File: config.mk
export PLATFORM = sky130hd
export DESIGN_NAME = calendar_set_ctrl
export DESIGN_NICKNAME = d
export VERILOG_FILES = /design/src/rtl/calendar_pkg.sv /design/src/rtl/calendar_field_edit.sv /design/src/rtl/calendar_set_ctrl.sv
export SDC_FILE = /design/constraint.sdc
export NUM_CORES = 1
export LEC_CHECK = 0
export ABC_AREA = 0
export CAP_MARGIN = 20
export CORE_AREA = 2 2 106 108
export CTS_CLUSTER_DIAMETER = 30
export DETAILED_ROUTE_END_ITERATION = 10
export DIE_AREA = 0 0 108 110
export GPL_TIMING_DRIVEN = 0
export HOLD_SLACK_MARGIN = 0.06
export PLACE_DENSITY_LB_ADDON = 0.15
export SLEW_MARGIN = 40
export SYNTH_ARGS = -nofsm -noshare
export SYNTH_HDL_FRONTEND = slang
export SYNTH_HIERARCHICAL = 1
export SYNTH_SLANG_ARGS = --single-unit
File: constraint.sdc
create_clock -name clk -period 5.5 [get_ports clk]
set_input_delay 1.375 -clock clk [delete_from_list [all_inputs] [get_ports clk]]
set_output_delay 1.375 -clock clk [all_outputs]
set_load 0.005 [all_outputs]
File: src/rtl/calendar_pkg.sv
// calendar_pkg
//   Constants shared by the calendar counter chain and its set-mode controller:
//   field widths, field maxima (largest legal value of each field) and the
//   controller state encodings, which are also shown on the front-panel
//   mode display.
package calendar_pkg;

    localparam int SEC_W  = 6;
    localparam int MIN_W  = 6;
    localparam int HOUR_W = 5;
    localparam int DAY_W  = 5;
    localparam int MON_W  = 4;
    localparam int YEAR_W = 7;

    localparam int SEC_MAX  = 59;
    localparam int MIN_MAX  = 59;
    localparam int HOUR_MAX = 23;
    localparam int DAY_MAX  = 29;
    localparam int MON_MAX  = 11;
    localparam int YEAR_MAX = 99;

    typedef enum logic [2:0] {
        ST_RUN       = 3'd0,
        ST_SET_YEAR  = 3'd1,
        ST_SET_MONTH = 3'd2,
        ST_SET_DAY   = 3'd3,
        ST_SET_HOUR  = 3'd4,
        ST_SET_MIN   = 3'd5,
        ST_COMMIT    = 3'd6
    } cal_state_e;

endpackage

File: src/rtl/calendar_field_edit.sv
// calendar_field_edit
//   One editable calendar field: a wrapping up/down register that can be
//   loaded in parallel from a snapshot value.
//   Ports:
//     clk_i        system clock, rising edge
//     reset_i      asynchronous active-high reset, clears the field to 0
//     snap_i       load snap_val_i (takes priority over inc/dec)
//     snap_val_i   value captured from the live counter
//     inc_i/dec_i  step the field up/down; both together leave it unchanged
//     val_o        current field value
module calendar_field_edit
    import calendar_pkg::*;
#(
    parameter int W   = MIN_W,
    parameter int MAX = MIN_MAX
) (
    input  logic         clk_i,
    input  logic         reset_i,
    input  logic         snap_i,
    input  logic [W-1:0] snap_val_i,
    input  logic         inc_i,
    input  logic         dec_i,
    output logic [W-1:0] val_o
);

    localparam logic [W-1:0] MAX_V = W'(MAX);

    logic [W-1:0] val_q, val_d;

    // Snapshots are not range-checked, so an out-of-range value wraps to 0
    // on increment rather than climbing further.
    always_comb begin
        val_d = val_q;
        if (snap_i) begin
            val_d = snap_val_i;
        end else if (inc_i && !dec_i) begin
            val_d = (val_q >= MAX_V) ? '0 : val_q + 1'b1;
        end else if (dec_i && !inc_i) begin
            val_d = (val_q == '0) ? MAX_V : val_q - 1'b1;
        end
    end

    always_ff @(posedge clk_i or posedge reset_i) begin
        if (reset_i) begin
            val_q <= '0;
        end else begin
            val_q <= val_d;
        end
    end

    assign val_o = val_q;

endmodule

File: src/rtl/calendar_set_ctrl.sv
// calendar_set_ctrl
//   Drives the calendar counter chain: generates the 1 Hz advance enable
//   (tick) from the system clock and runs the button-driven set-mode FSM
//   that snapshots the live calendar, lets the user edit year/month/day/
//   hour/minute and finally issues a one-cycle parallel load.
//   Ports:
//     clk, reset               system clock; asynchronous active-high reset
//     btn_mode/btn_inc/btn_dec debounced single-cycle button pulses
//     cur_*                    live counter values (snapshot source)
//     tick                     one-cycle calendar advance enable (RUN only)
//     load                     one-cycle parallel-load strobe
//     ld_*                     load values (ld_second is always 0)
//     mode                     current state encoding, busy = not RUN
//   Build option: define CALENDAR_SET_TIMEOUT_EN to abandon set mode after
//   TIMEOUT_TICKS calendar ticks without a button press.
module calendar_set_ctrl
    import calendar_pkg::*;
#(
    parameter int TICK_DIV      = 50000000,
    parameter int TIMEOUT_TICKS = 10
) (
    input  logic              clk,
    input  logic              reset,
    input  logic              btn_mode,
    input  logic              btn_inc,
    input  logic              btn_dec,
    input  logic [SEC_W-1:0]  cur_second,
    input  logic [MIN_W-1:0]  cur_minute,
    input  logic [HOUR_W-1:0] cur_hour,
    input  logic [DAY_W-1:0]  cur_day,
    input  logic [MON_W-1:0]  cur_month,
    input  logic [YEAR_W-1:0] cur_year,
    output logic              tick,
    output logic              load,
    output logic [SEC_W-1:0]  ld_second,
    output logic [MIN_W-1:0]  ld_minute,
    output logic [HOUR_W-1:0] ld_hour,
    output logic [DAY_W-1:0]  ld_day,
    output logic [MON_W-1:0]  ld_month,
    output logic [YEAR_W-1:0] ld_year,
    output logic [2:0]        mode,
    output logic              busy
);

    localparam int              PRE_W    = $clog2(TICK_DIV);
    localparam logic [PRE_W-1:0] PRE_LAST = PRE_W'(TICK_DIV - 1);

    if (TICK_DIV < 2 || TIMEOUT_TICKS < 1) begin : g_bad_params
        $error("calendar_set_ctrl: TICK_DIV must be >= 2 and TIMEOUT_TICKS >= 1");
    end

    cal_state_e       state_q, state_d;
    logic [PRE_W-1:0] pre_q, pre_d;
    logic             tick_q, load_q, busy_q;
    logic             wrap, in_set, any_btn, timeout;
    logic             edit_inc, edit_dec, snap;

    assign wrap     = (pre_q == PRE_LAST);
    assign in_set   = (state_q >= ST_SET_YEAR) && (state_q <= ST_SET_MIN);
    assign any_btn  = btn_mode | btn_inc | btn_dec;
    // btn_mode wins over inc/dec; inc+dec together cancel inside the field.
    assign edit_inc = in_set && btn_inc && !btn_mode;
    assign edit_dec = in_set && btn_dec && !btn_mode;
    assign snap     = (state_q == ST_RUN) && btn_mode;

`ifdef CALENDAR_SET_TIMEOUT_EN
    localparam int IDLE_W = $clog2(TIMEOUT_TICKS + 1);

    logic [IDLE_W-1:0] idle_q, idle_d;

    // Counts calendar ticks (prescaler wraps) spent idle in a SET state.
    always_comb begin
        idle_d  = '0;
        timeout = 1'b0;
        if (in_set && !any_btn) begin
            idle_d = idle_q;
            if (wrap) begin
                if (idle_q == IDLE_W'(TIMEOUT_TICKS - 1)) begin
                    timeout = 1'b1;
                    idle_d  = '0;
                end else begin
                    idle_d = idle_q + 1'b1;
                end
            end
        end
    end

    always_ff @(posedge clk or posedge reset) begin
        if (reset) begin
            idle_q <= '0;
        end else begin
            idle_q <= idle_d;
        end
    end
`else
    assign timeout = 1'b0;
`endif

    always_comb begin
        state_d = state_q;
        case (state_q)
            ST_RUN:       if (btn_mode) state_d = ST_SET_YEAR;
            ST_SET_YEAR:  if (btn_mode) state_d = ST_SET_MONTH; else if (timeout) state_d = ST_RUN;
            ST_SET_MONTH: if (btn_mode) state_d = ST_SET_DAY;   else if (timeout) state_d = ST_RUN;
            ST_SET_DAY:   if (btn_mode) state_d = ST_SET_HOUR;  else if (timeout) state_d = ST_RUN;
            ST_SET_HOUR:  if (btn_mode) state_d = ST_SET_MIN;   else if (timeout) state_d = ST_RUN;
            ST_SET_MIN:   if (btn_mode) state_d = ST_COMMIT;    else if (timeout) state_d = ST_RUN;
            ST_COMMIT:    state_d = ST_RUN;
            default:      state_d = ST_RUN;
        endcase
    end

    // Clearing in COMMIT makes the first second after a load full length.
    assign pre_d = (state_q == ST_COMMIT || wrap) ? '0 : pre_q + 1'b1;

    // Outputs are computed from next-state values so they line up with the
    // registered state: tick coincides with the prescaler's last count in RUN.
    always_ff @(posedge clk or posedge reset) begin
        if (reset) begin
            state_q <= ST_RUN;
            pre_q   <= '0;
            tick_q  <= 1'b0;
            load_q  <= 1'b0;
            busy_q  <= 1'b0;
        end else begin
            state_q <= state_d;
            pre_q   <= pre_d;
            tick_q  <= (state_d == ST_RUN) && (pre_d == PRE_LAST);
            load_q  <= (state_d == ST_COMMIT);
            busy_q  <= (state_d != ST_RUN);
        end
    end

    calendar_field_edit #(.W(YEAR_W), .MAX(YEAR_MAX)) u_year (
        .clk_i(clk), .reset_i(reset), .snap_i(snap), .snap_val_i(cur_year),
        .inc_i(edit_inc && state_q == ST_SET_YEAR),
        .dec_i(edit_dec && state_q == ST_SET_YEAR), .val_o(ld_year));

    calendar_field_edit #(.W(MON_W), .MAX(MON_MAX)) u_month (
        .clk_i(clk), .reset_i(reset), .snap_i(snap), .snap_val_i(cur_month),
        .inc_i(edit_inc && state_q == ST_SET_MONTH),
        .dec_i(edit_dec && state_q == ST_SET_MONTH), .val_o(ld_month));

    calendar_field_edit #(.W(DAY_W), .MAX(DAY_MAX)) u_day (
        .clk_i(clk), .reset_i(reset), .snap_i(snap), .snap_val_i(cur_day),
        .inc_i(edit_inc && state_q == ST_SET_DAY),
        .dec_i(edit_dec && state_q == ST_SET_DAY), .val_o(ld_day));

    calendar_field_edit #(.W(HOUR_W), .MAX(HOUR_MAX)) u_hour (
        .clk_i(clk), .reset_i(reset), .snap_i(snap), .snap_val_i(cur_hour),
        .inc_i(edit_inc && state_q == ST_SET_HOUR),
        .dec_i(edit_dec && state_q == ST_SET_HOUR), .val_o(ld_hour));

    calendar_field_edit #(.W(MIN_W), .MAX(MIN_MAX)) u_minute (
        .clk_i(clk), .reset_i(reset), .snap_i(snap), .snap_val_i(cur_minute),
        .inc_i(edit_inc && state_q == ST_SET_MIN),
        .dec_i(edit_dec && state_q == ST_SET_MIN), .val_o(ld_minute));

    // Seconds are not editable; a load always restarts the minute at :00.
    assign ld_second = '0;

    assign tick = tick_q;
    assign load = load_q;
    assign busy = busy_q;
    assign mode = state_q;

    // cur_second is part of the counter-chain interface but has no edit field.
    logic unused_ok;
    assign unused_ok = ^cur_second;

endmodule

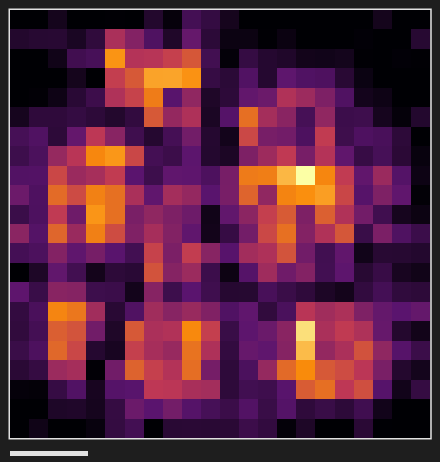
Run 1: routed metal per tile
The bar under the picture is 20 um long. The die is cut into 22 by 22 equal tiles; black is low, pale yellow is high, scaled to the fullest tile. Values are wire area over tile area, all layers added.
fullest tile = 0.58
tiles over half the peak = 16%
mean over tiles = 0.15

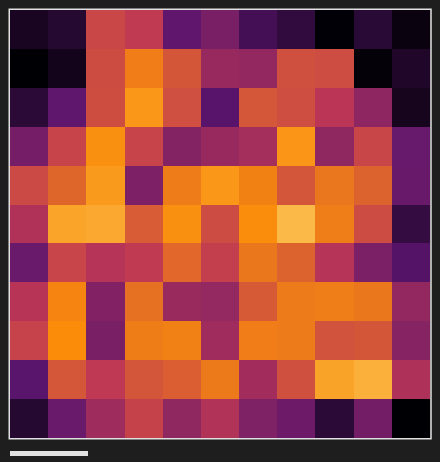
Run 1: placement density heat map
The bar under the picture is 20 um long. The die is cut into 11 by 11 equal tiles; black is low, pale yellow is high, 0 to 100% covered.
mean over tiles = 47%
tiles over 75% full = 11%
densest ninth of the die = centre
nearly empty tiles = 3.3%
emptiest ninth of the die = north-east

==> qor.txt, run 1 <==
post-cts sizing count -> 0
nets@finish -> 697
pin count of the biggest net entering global routing -> 33
Pre-Repair DR Iteration Count -> 5
CTS hold repair buffers -> 0
Routed Antenna Nets -> 0
clock-cell share of area -> 0.0373
slowest cell on the critical path -> clkdlybuf4s50_1
Non-clock buffer share -> 0.160
first-pass GRT wire length -> 19200 um
PnR worst setup slack -> 2.03 ns
min-delay worst type -> flop to flop
# IOs -> 77
CP max FO -> 10
Worst R2R Start -> pre_q[0]$_DFF_PP0_
number of diodes -> 0
pre-CTS setup slack -> 1.69 ns
Slew headroom -> 0.559
Post-Layout Cell Count -> 785
run status -> finished, final reports clean
Mapped Cells -> 558
yosys stat cell total -> 558
Core Box Area -> 10700 um^2
register area share after synthesis -> 0.311
clock network power share -> 0.165
Warnings, synthesis -> 6
tool warnings -> 40
post-route cell area -> 5810 um^2
#MultiIn Comb -> 420
clock buffer depth -> 2
post-layout minimum cycle time -> 3.47 ns
I/O Buffers -> 64
Residual DRC -> 0
H-tree depth -> 3
Post-synth ARST share -> 1.00
CLK BUF -> 9
initial DRC count -> 240
Synth top cells by count -> nor2_1 (61), dfrtp_1 (59), inv_1 (43)
grt ovf -> 0
Flop area -> 1480 um^2
most numerous logic cells after layout -> clkdlybuf4s50_1 (64), nor2_1 (61), dfrtp_1 (59), inv_1 (42), nand2_1 (41)
synthesized area -> 4740 um^2
Comb area -> 2850 um^2
setup TNS -> 0 ns
Clock Power -> 0.000441 W
well tap count -> 140
hold path depth -> 1
CTS tree -> yes
final hold viol count -> 0
chip height -> 110 um
Top delay family on crit path -> buffers and inverters
Dominant cell area share -> 0.311
CTS sink cnt -> 59
most used flip-flop cell -> dfrtp_1
RSZ-0062 raised after global routing -> false
layout cells sized above 1 -> 0.129
Worst path most repeated cell -> a21oi_1
Synth logic family -> simple AND/OR/NAND/NOR gates
adder-cell area share of the yosys netlist -> 0.0501
Biggest register -> pre_q
worst slew pin tran -> 0.660 ns
Top cells by area -> dfrtp_1 (31%), ha_1 (5.0%), nor2_1 (4.8%)
Lkg Pwr -> 2.40 nW
flop share of the area -> 0.254
placed cells -> 769
crit path to -> u_day/val_o[2]$_DFFE_PP0P_
vias in the first global route -> 4115
gpl congestion -> 0.897
core utilization at floorplan -> 0.443
Final period util -> 0.631
Synth mux share -> 0.0108
CTS Buf Count -> 9
Slew Viols, Final -> 0
Unique cell types -> 90
Compound Share, Synth -> 0.204
FILL cells -> 1046
sw power -> 0.00112 W
# setup viols final -> 0
Inverters, non-clock -> 43
post-CTS setup buffers -> 0
Int Power -> 0.00156 W
Skew-Pair Late Insertion Delay -> 0.34 ns
slowest stage delay, CP -> 0.52 ns
register-to-register setup slack -> 2.71 ns
dominant cell type by area after synthesis -> dfrtp_1
Logic pwr share -> 0.554
Max Used Layer -> met4
seq_cells -> 59
Reg power frac -> 0.281
WHS -> 0.491 ns
Worst setup SP type -> primary input
XORs/XNORs by Area -> 0.0665
instance count on the critical path -> 11
met3 wire len -> 587 um
met1 Track Usage GR -> 0.264
clock root buffer -> clkbuf_8
Comb group -> 0.00148 W
met2 wire length -> 5580 um
crit end category -> flop
Basic Gates by Area -> 0.263
Crit Path Class -> primary input to flop
worst r2r path cells -> 7
Worst Hold Launch -> pre_q[0]$_DFF_PP0_
WP data required -> 5.74 ns
CTS clk-pin slew, worst paths -> 0.08 ns
overall power -> 0.00267 W
worst-case hold path end point -> pre_q[0]$_DFF_PP0_
Die Wd -> 108 um
Via-to-Cell Ratio -> 5.52
gr usage total -> 0.201
num rows -> 38
most frequent logic cell in the layout -> clkdlybuf4s50_1
M3 GR Usage -> 0.0359
R2R Path End -> tick$_DFF_PP0_
Power Density -> 460 nW/um^2
Die Size -> 11900 um^2
Syn Area/Cell -> 8.50 um^2
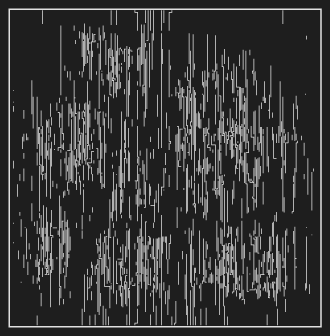
Run 1: the metal 2 layer
nets with wire on the layer = 576
wire length on this layer = 5580 um
grt met2 use: 0.333
via count: 4331
final wirelength: 11500 um

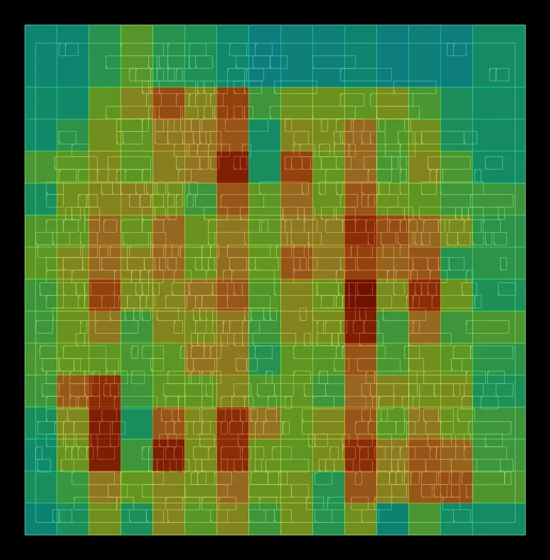
Run 1: track usage over the die
average wire per standard cell: 14.6 um
Core Util, Final: 0.543

==> run 2, diff against run 1 <==
==> constraint.sdc (replaced) <==
create_clock -name clk -period 3.5 [get_ports clk]
set_input_delay 0.875 -clock clk [delete_from_list [all_inputs] [get_ports clk]]
set_output_delay 0.875 -clock clk [all_outputs]
set_load 0.005 [all_outputs]
==> run 2 against run 1 <==
First-iteration DRC count stayed put. Count of clock-buffer cells in the layout stayed put. Non-clock buffer count stayed put. Sequential cell count stayed put. Combinational power is 57% higher. Die size stayed put. Cell area stayed put. Global-route usage stayed put. Clock skew stayed put.
==> qor.txt, run 2 <==
initial DRC count -> 240
#MultiIn Comb -> 420
worst slew pin tran -> 0.660 ns
Biggest register -> pre_q
min-delay worst type -> flop to flop
# setup viols final -> 0
worst-case hold path end point -> pre_q[0]$_DFF_PP0_
well tap count -> 140
CTS sink cnt -> 59
dominant cell type by area after synthesis -> dfrtp_1
flop share of the area -> 0.254
WHS -> 0.491 ns
CTS clk-pin slew, worst paths -> 0.08 ns
adder-cell area share of the yosys netlist -> 0.0501
tool warnings -> 40
Inverters, non-clock -> 43
Layout area overhead -> 22.5%
yosys stat cell total -> 558
RSZ-0062 raised after global routing -> false
gpl congestion -> 0.897
chip height -> 110 um
average wire per standard cell -> 14.6 um
Yosys chip area -> 4740 um^2
Crit Path Class -> primary input to flop
Synth logic family -> simple AND/OR/NAND/NOR gates
XORs/XNORs by Area -> 0.0665
post-layout minimum cycle time -> 2.97 ns
post-cts sizing count -> 0
Int Power -> 0.00244 W
CTS tree -> yes
Lkg Pwr -> 2.40 nW
final hold viol count -> 0
CTS Buf Count -> 9
I/O Buffers -> 64
clock network power share -> 0.165
H-tree depth -> 3
crit end category -> flop
overall power -> 0.00420 W
via count -> 4331
Post-Layout Cell Count -> 785
synthesized area -> 4740 um^2
Slew Viols, Final -> 0
post-route cell area -> 5810 um^2
Flop area -> 1480 um^2
Comb group -> 0.00233 W
slowest cell on the critical path -> clkdlybuf4s50_1
CP Cell Sequence -> clkdlybuf4s50_1, nor2_1, and2_1, and3_1, inv_1, ha_1, buf_2, o21bai_1, a221o_1, a21oi_1, a21oi_1
first-pass GRT wire length -> 19200 um
register area share after synthesis -> 0.311
Worst Hold Launch -> pre_q[0]$_DFF_PP0_
register-to-register setup slack -> 0.71 ns
sw power -> 0.00175 W
CP max FO -> 10
most frequent logic cell in the layout -> clkdlybuf4s50_1
Dominant cell area share -> 0.311
Final period util -> 0.849
clock buffer depth -> 2
Synth mux share -> 0.0108
pin count of the biggest net entering global routing -> 33
CTS hold repair buffers -> 0
final wirelength -> 11500 um
WP data required -> 3.74 ns
post-CTS setup buffers -> 0
number of diodes -> 0
Slew headroom -> 0.559
clock-cell share of area -> 0.0373
vias in the first global route -> 4115
Routed Antenna Nets -> 0
Synth top cells by count -> nor2_1 (61), dfrtp_1 (59), inv_1 (43)
Syn Area/Cell -> 8.50 um^2
hold path depth -> 1
Basic Gates by Area -> 0.263
Power Density -> 723 nW/um^2
Top cells by area -> dfrtp_1 (31%), ha_1 (5.0%), nor2_1 (4.8%)
grt met2 use -> 0.333
instance count on the critical path -> 11
R2R Path End -> tick$_DFF_PP0_
Unique cell types -> 90
Core Util, Final -> 0.543
setup TNS -> 0 ns
run status -> finished, final reports clean
Worst path most repeated cell -> a21oi_1
Die Size -> 11900 um^2
Reg power frac -> 0.281
Warnings, synthesis -> 6
placed cells -> 769
Worst setup SP type -> primary input
Residual DRC -> 0
Logic pwr share -> 0.554
FILL cells -> 1046
Top delay family on crit path -> buffers and inverters
seq_cells -> 59
grt ovf -> 0
Pre-Repair DR Iteration Count -> 5
clock root buffer -> clkbuf_8
num rows -> 38
Skew-Pair Late Insertion Delay -> 0.34 ns
met2 wire length -> 5580 um
most numerous logic cells after layout -> clkdlybuf4s50_1 (64), nor2_1 (61), dfrtp_1 (59), inv_1 (42), nand2_1 (41)
Via-to-Cell Ratio -> 5.52
nets@finish -> 697
Mapped Cells -> 558
worst r2r path cells -> 7
Worst R2R Start -> pre_q[0]$_DFF_PP0_
met3 wire len -> 587 um
Comb area -> 2850 um^2
# IOs -> 77
most used flip-flop cell -> dfrtp_1
Max Used Layer -> met4
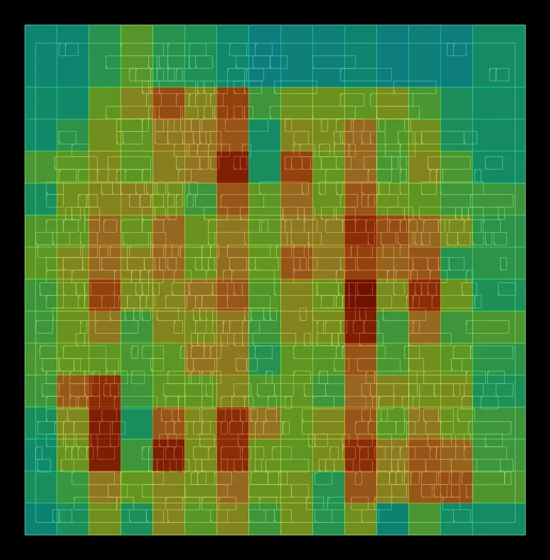
Run 2: track usage over the die
M3 GR Usage: 0.0359
busiest grt layer: met2
met1 Track Usage GR: 0.264
gr usage total: 0.201

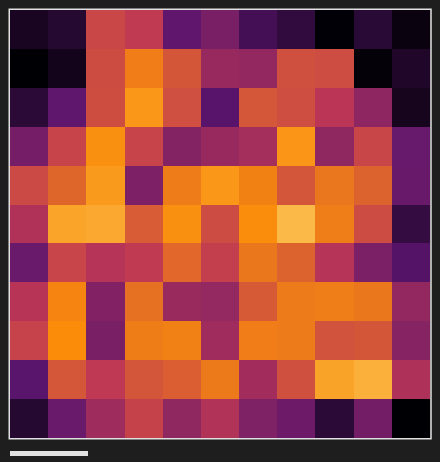
Run 2: placement density heat map
The bar under the picture is 20 um long. The die is cut into 11 by 11 equal tiles; black is low, pale yellow is high, 0 to 100% covered.
tiles over 75% full = 11%
mean over tiles = 47%
nearly empty tiles = 3.3%
emptiest ninth of the die = north-east
fullest tile = 85%
densest ninth of the die = centre
core utilization at floorplan: 0.443
Core Box Area: 10700 um^2

Power is estimated from default activity; no workload was simulated.
